### src/rtl/neuron_mac_acc.sv
// Per-neuron MAC: registered product, accumulate, add bias, hand the 22-bit
// pre-activation sum to the sigmoid stage. Define NEURON_SAT_EN to saturate out_sum.
module neuron_mac_acc #(
  parameter int NUM_INPUTS = 784,
  parameter int ACC_W      = 28
) (
  input  logic        clk,
  input  logic        rst_n,
  input  logic        in_valid,
  output logic        in_ready,
  input  logic [7:0]  in_act,
  input  logic [7:0]  in_weight,
  input  logic [21:0] bias,
  output logic        out_valid,
  input  logic        out_ready,
  output logic [21:0] out_sum
);

  localparam int CNT_W = (NUM_INPUTS > 1) ? $clog2(NUM_INPUTS) : 1;

  typedef enum logic [1:0] {ACCUM, DRAIN, BIAS, OUT} state_t;

  state_t             state, state_nxt;
  logic [CNT_W-1:0]   cnt;
  logic               drain_cnt;
  logic               accept, last_beat, fire;
  logic               s1_vld;
  logic signed [17:0] prod_full;
  logic signed [16:0] prod;
  logic [ACC_W-1:0]   acc;
  logic [21:0]        sum_nxt;

  assign in_ready  = (state == ACCUM);
  assign accept    = in_valid && in_ready;
  assign last_beat = (cnt == CNT_W'(NUM_INPUTS - 1));
  assign fire      = out_valid && out_ready;
  assign prod_full = $signed({1'b0, in_act}) * $signed({in_weight[7], in_weight});

  always_ff @(posedge clk or negedge rst_n) begin
    if (!rst_n) begin
      state     <= ACCUM;
      cnt       <= '0;
      drain_cnt <= 1'b0;
      s1_vld    <= 1'b0;
      prod      <= '0;
    end else begin
      state     <= state_nxt;
      drain_cnt <= (state == DRAIN) && !drain_cnt;
      s1_vld    <= accept;
      if (accept) begin
        prod <= prod_full[16:0];
        cnt  <= last_beat ? '0 : cnt + 1'b1;
      end
    end
  end

  always_comb begin
    state_nxt = state;
    case (state)
      ACCUM:   if (accept && last_beat) state_nxt = DRAIN;
      DRAIN:   if (drain_cnt)           state_nxt = BIAS;
      BIAS:                             state_nxt = OUT;
      OUT:     if (fire)                state_nxt = ACCUM;
      default:                          state_nxt = ACCUM;
    endcase
  end

  always_ff @(posedge clk or negedge rst_n) begin
    if (!rst_n)
      acc <= '0;
    else if (fire)
      acc <= '0;
    else if (state == BIAS)
      acc <= acc + {{(ACC_W-22){bias[21]}}, bias};
    else if (s1_vld)
      acc <= acc + {{(ACC_W-17){prod[16]}}, prod};
  end

`ifdef NEURON_SAT_EN
  localparam logic signed [ACC_W-1:0] SUM_MAX = ACC_W'(2097151);
  localparam logic signed [ACC_W-1:0] SUM_MIN = -ACC_W'(2097152);
  always_comb begin
    sum_nxt = acc[21:0];
    if ($signed(acc) > SUM_MAX)      sum_nxt = 22'h1FFFFF;
    else if ($signed(acc) < SUM_MIN) sum_nxt = 22'h200000;
  end
`else
  assign sum_nxt = acc[21:0];
`endif

  // First OUT cycle captures acc (bias already folded in); result is then
  // held until the handshake.
  always_ff @(posedge clk or negedge rst_n) begin
    if (!rst_n) begin
      out_valid <= 1'b0;
      out_sum   <= '0;
    end else if (fire) begin
      out_valid <= 1'b0;
    end else if (state == OUT && !out_valid) begin
      out_valid <= 1'b1;
      out_sum   <= sum_nxt;
    end
  end

endmodule

### config.mk
export PLATFORM = sky130hd
export DESIGN_NAME = neuron_mac_acc
export DESIGN_NICKNAME = d
export VERILOG_FILES = /design/src/rtl/neuron_mac_acc.sv
export SDC_FILE = /design/constraint.sdc
export NUM_CORES = 1
export LEC_CHECK = 0
export CAP_MARGIN = 25
export CORE_MARGIN = 3
export CORE_UTILIZATION = 60
export CTS_CLUSTER_DIAMETER = 50
export DETAILED_ROUTE_END_ITERATION = 10
export HOLD_SLACK_MARGIN = 0.06
export PLACE_DENSITY = 0.83
export SLEW_MARGIN = 10
export SYNTH_ARGS = -nofsm -noshare
export SYNTH_HDL_FRONTEND = slang
export SYNTH_SLANG_ARGS = --single-unit
export TNS_END_PERCENT = 10
### constraint.sdc
create_clock -name clk -period 9 [get_ports clk]
set_clock_uncertainty 0.15 [all_clocks]
set_input_delay 1.8 -clock clk [delete_from_list [all_inputs] [get_ports clk]]
set_output_delay 1.8 -clock clk [all_outputs]
set_load 0.02 [all_outputs]
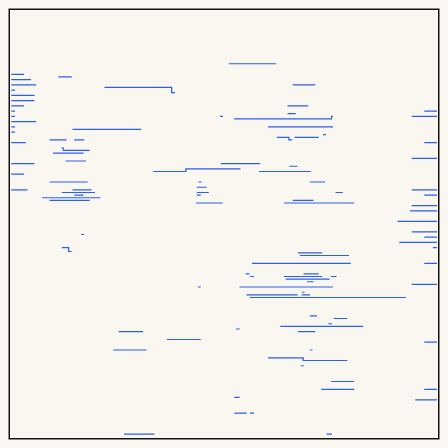
run_1/layer_met3.png
- main direction: horizontal
- longest straight run: 40.0 microns
- wire length on this layer: 686 microns

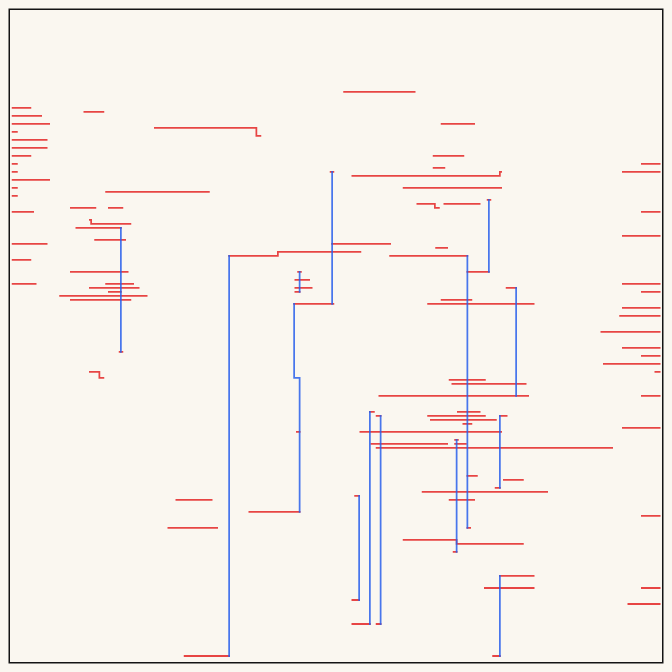
run_1/wires.png
Two of the layers only.
- metal 3: red (wire length 686 microns)
- metal 4: blue (wire length 362 microns)

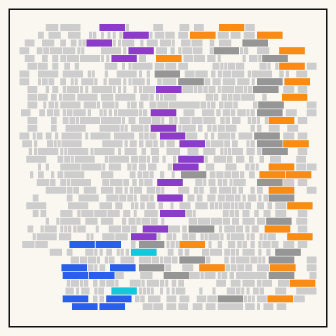
run_1/flops_by_reg.png
Other sequential cells in the stronger gray, the rest of the logic in the fainter gray.
- out_sum: orange (sequential cells 22)
- prod: purple (sequential cells 17)
- cnt: blue (sequential cells 10; where lower left)
- state: cyan (sequential cells 2)

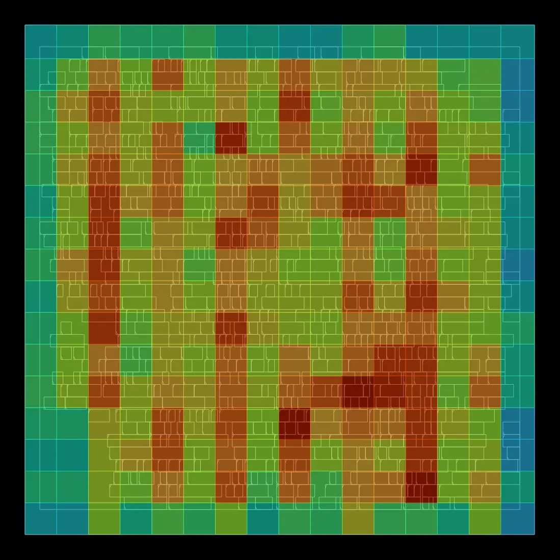
run_1/congestion.png
Avg WL per Cell: 15.7 microns
Final Core Density: 0.724
GRT met1 Usage: 0.318

==> results.sh, run 1 <==
# source this file to load flow results
export IMPL_status="completed"
export IMPL_clock_latency_ns=0.35
export IMPL_ys_async_sr_fraction=1.00
export IMPL_grt_max_degree=77
export IMPL_fin_setup_tns_ns=0
export IMPL_rsz0062_at_grt="false"
export IMPL_endpoint="prod[14]$_DFFE_PN0P_"
export IMPL_drv_cap=0
export IMPL_dp_cells=901
export IMPL_synth_nets=868
export IMPL_cts_buffers=9
export IMPL_placed_area_sq_um=7350
export IMPL_final_area_sq_um=7610
export IMPL_met3_usage=0.0257
export IMPL_simple_gate_area_frac=0.179
export IMPL_clk_pin_slew_ns=0.07
export IMPL_muxShareOfSynthArea=0.0649
export IMPL_edf_count=0
export IMPL_crit_buf_inv=5
export IMPL_ys_cells=719
export IMPL_antenna_found_initial=0
export IMPL_overflow=0
export IMPL_fin_ws_ns=2.88
export IMPL_finalNonFillerCells=919
export IMPL_final_hold_viol_count=0
export IMPL_avgSynthCellArea_sq_um=9.17
export IMPL_grt_use_total=0.240
export IMPL_yosysUniqueCellTypes=57
export IMPL_area_leaders="dfrtp_1, ha_1, fa_1"
export IMPL_path_max_fanout=8
export IMPL_finalSetupViolations=0
export IMPL_cts_sinks=76
export IMPL_final_clk_cell_share=0.0285
export IMPL_flops=76
export IMPL_yosysWarnings=0
export IMPL_place_hpwl_microns=11400
export IMPL_crit_start="in_act[3]"
export IMPL_seqCellArea_sq_um=1900
export IMPL_post_synth_top_area_cell="dfrtp_1"
export IMPL_power_leader="combinational cells"
export IMPL_max_stage_delay_ns=0.55
export IMPL_wl_met1_microns=6280
export IMPL_drc=0
export IMPL_logic_gates=551
export IMPL_reg2reg_slack_ns=5.28
export IMPL_mostFrequentLayoutCell="nand2_1"
export IMPL_path_class="input pin to register"
run_1/io_placement.png
Pins as bars across the die edge, other pins in gray.
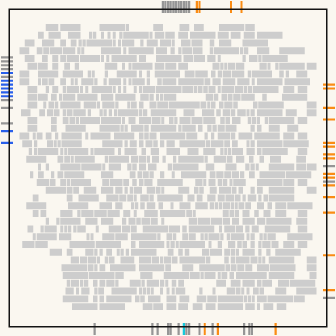

==> run 2, diff against run 1 <==
Settings changed: CORE_UTILIZATION 60 to 59, PLACE_DENSITY 0.83 to 0.82.
Clock period 9 ns to 6.2 ns, I/O delays scaled along.
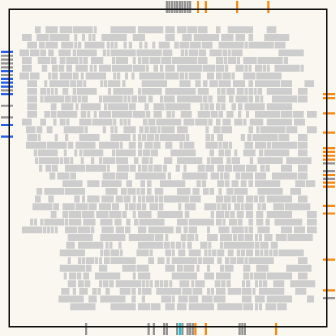
run_2/io_placement.png
Pins as bars across the die edge, other pins in gray.
- out_sum: orange (pins 22; direction output; edge 15 right, 4 top, 3 bottom)
- in_weight: blue (pins 8; direction input; edge left)
- out_ready: cyan (pins 1; direction input; edge bottom)
- all pins by edge: 19 right, 17 bottom, 16 left, 14 top

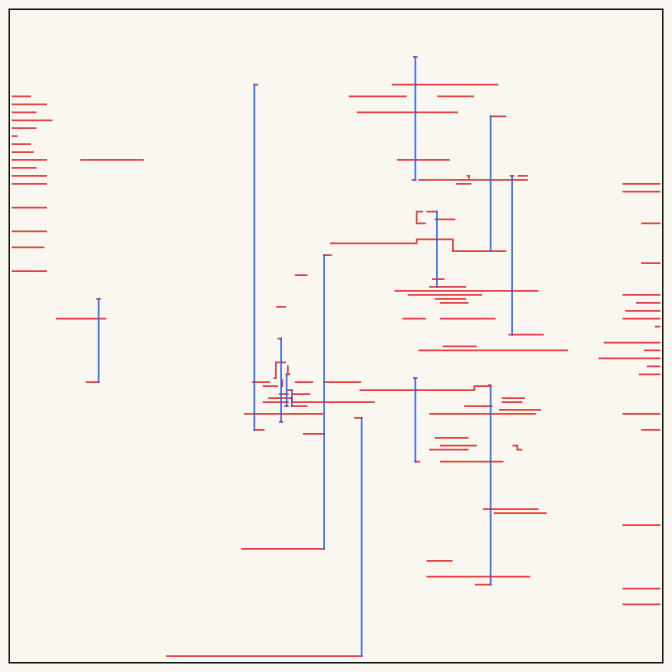
run_2/wires.png
Two of the layers only.
- metal 3: red (wire length 680 microns)
- metal 4: blue (wire length 320 microns)

==> results.sh, run 2 <==
# source this file to load flow results
export IMPL_mostFrequentLayoutCell="nand2_1"
export IMPL_crit_start="in_weight[7]"
export IMPL_synth_area_yosys_sq_um=6590
export IMPL_clock_root_buffer="clkbuf_8"
export IMPL_rsz0062_at_grt="false"
export IMPL_p_int_mw=1.61
export IMPL_path_common_cell="fa_1"
export IMPL_pg_seq_mw=0.751
export IMPL_aoi_share=0.142
export IMPL_max_stage_delay_ns=0.62
export IMPL_dp_cells=901
export IMPL_antenna_found_initial=0
export IMPL_flops=76
export IMPL_ctsHoldBuffers=0
export IMPL_finalSetupViolations=0
export IMPL_cts_tree="yes"
export IMPL_fin_util=0.719
export IMPL_endpoint="prod[15]$_DFFE_PN0P_"
export IMPL_crit_buf_inv=2
export IMPL_yosysUniqueCellTypes=57
export IMPL_yosysWarnings=0
export IMPL_grt_max_degree=77
export IMPL_met3WireLength_microns=679
export IMPL_avgSynthCellArea_sq_um=9.17
export IMPL_area_leaders="dfrtp_1, ha_1, fa_1"
export IMPL_path_max_fanout=6
export IMPL_path_class="input pin to register"
export IMPL_buffers=69
export IMPL_drc=0
export IMPL_powerComb_mw=1.63
export IMPL_edf_count=0
export IMPL_wl_met1_microns=6410
export IMPL_reg2reg_slack_ns=2.37
export IMPL_post_synth_top_area_cell="dfrtp_1"
export IMPL_cts_buffers=9
export IMPL_fin_setup_tns_ns=0
export IMPL_r2r_cells=13
export IMPL_final_hold_viol_count=0
export IMPL_finalNonFillerCells=918
export IMPL_grt_use_total=0.249
export IMPL_ys_cells=719
export IMPL_cts_sinks=76
export IMPL_seqCellArea_sq_um=1900
export IMPL_status="completed"
export IMPL_place_hpwl_microns=11500
export IMPL_clk_pin_slew_ns=0.08
export IMPL_cp_arrival_ns=5.64
export IMPL_die_w_microns=112
export IMPL_met3_usage=0.0375
export IMPL_final_clk_cell_share=0.0310
export IMPL_synth_nets=868
export IMPL_final_area_sq_um=7620
export IMPL_power_leader="combinational cells"
export IMPL_ys_async_sr_fraction=1.00
export IMPL_placed_area_sq_um=7350
export IMPL_avgRoutedWirePerCell_microns=16.2
export IMPL_muxShareOfSynthArea=0.0649
export IMPL_overflow=0
export IMPL_grt_util_met1=0.321
export IMPL_switching_share=0.433
export IMPL_drv_cap=0
export IMPL_fin_ws_ns=0.618
export IMPL_logic_gates=551
run_2/layer_met3.png
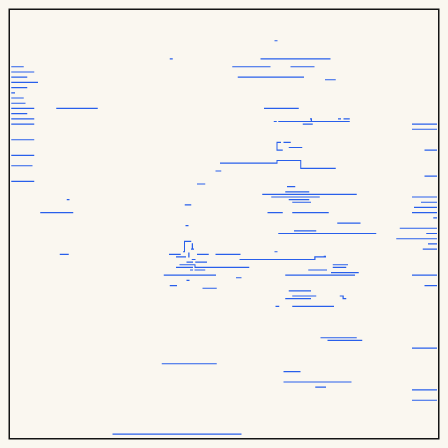

==> run 3, diff against run 2 <==
Settings changed: CTS_CLUSTER_DIAMETER 50 to not set, GPL_TIMING_DRIVEN set to 0.
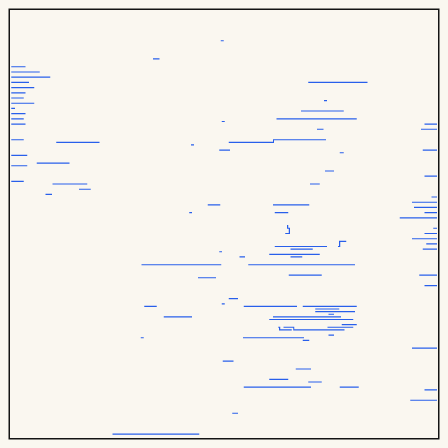
run_3/layer_met3.png
- wire length on this layer: 584 microns
- main direction: horizontal
- share of all routed wire: 3.8%
- nets with wire on the layer: 72
- longest straight run: 27.6 microns

==> results.sh, run 3 <==
# source this file to load flow results
export IMPL_crit_start="in_act[3]"
export IMPL_clock_latency_ns=0.36
export IMPL_power_leader="combinational cells"
export IMPL_edf_count=0
export IMPL_cp_arrival_ns=5.70
export IMPL_p_int_mw=1.54
export IMPL_flops=76
export IMPL_path_class="input pin to register"
export IMPL_final_area_sq_um=7640
export IMPL_buffers=87
export IMPL_met3WireLength_microns=584
export IMPL_cts_buffers=9
export IMPL_place_hpwl_microns=12500
export IMPL_path_max_fanout=8
export IMPL_switching_share=0.448
export IMPL_synth_nets=868
export IMPL_placed_area_sq_um=7430
export IMPL_ys_cells=719
export IMPL_wl_met1_microns=6610
export IMPL_area_leaders="dfrtp_1, ha_1, fa_1"
export IMPL_aoi_share=0.142
export IMPL_mostFrequentLayoutCell="nand2_1"
export IMPL_drv_cap=0
export IMPL_avgRoutedWirePerCell_microns=16.3
export IMPL_avgSynthCellArea_sq_um=9.17
export IMPL_synth_area_yosys_sq_um=6590
export IMPL_grt_max_degree=42
export IMPL_final_clk_cell_share=0.0275
export IMPL_max_stage_delay_ns=0.55
export IMPL_r2r_cells=14
export IMPL_simple_gate_area_frac=0.179
export IMPL_clk_pin_slew_ns=0.07
export IMPL_powerComb_mw=1.63
export IMPL_die_w_microns=112
export IMPL_status="completed"
export IMPL_endpoint="prod[14]$_DFFE_PN0P_"
export IMPL_clock_root_buffer="clkbuf_8"
export IMPL_fin_util=0.721
export IMPL_crit_buf_inv=5
export IMPL_yosysWarnings=0
export IMPL_pg_seq_mw=0.753
export IMPL_fin_setup_tns_ns=0
export IMPL_muxShareOfSynthArea=0.0649
export IMPL_drc=0
export IMPL_seqCellArea_sq_um=1900
export IMPL_finalNonFillerCells=937
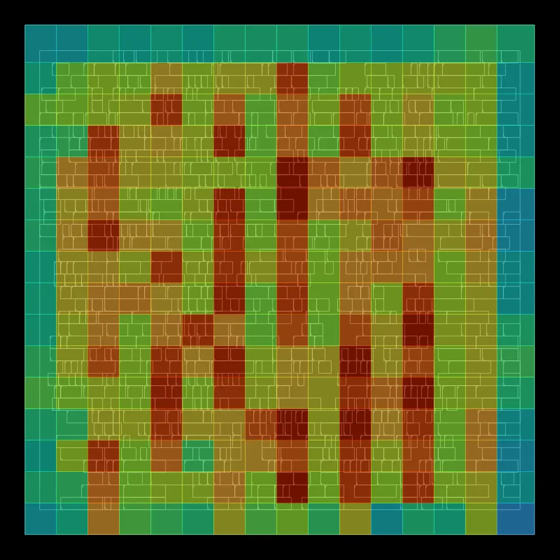
run_3/congestion.png
Most Used Layer, Global Route: met2
M2 GR Usage: 0.444
GRT Total Usage: 0.252
GR Util met3: 0.0288

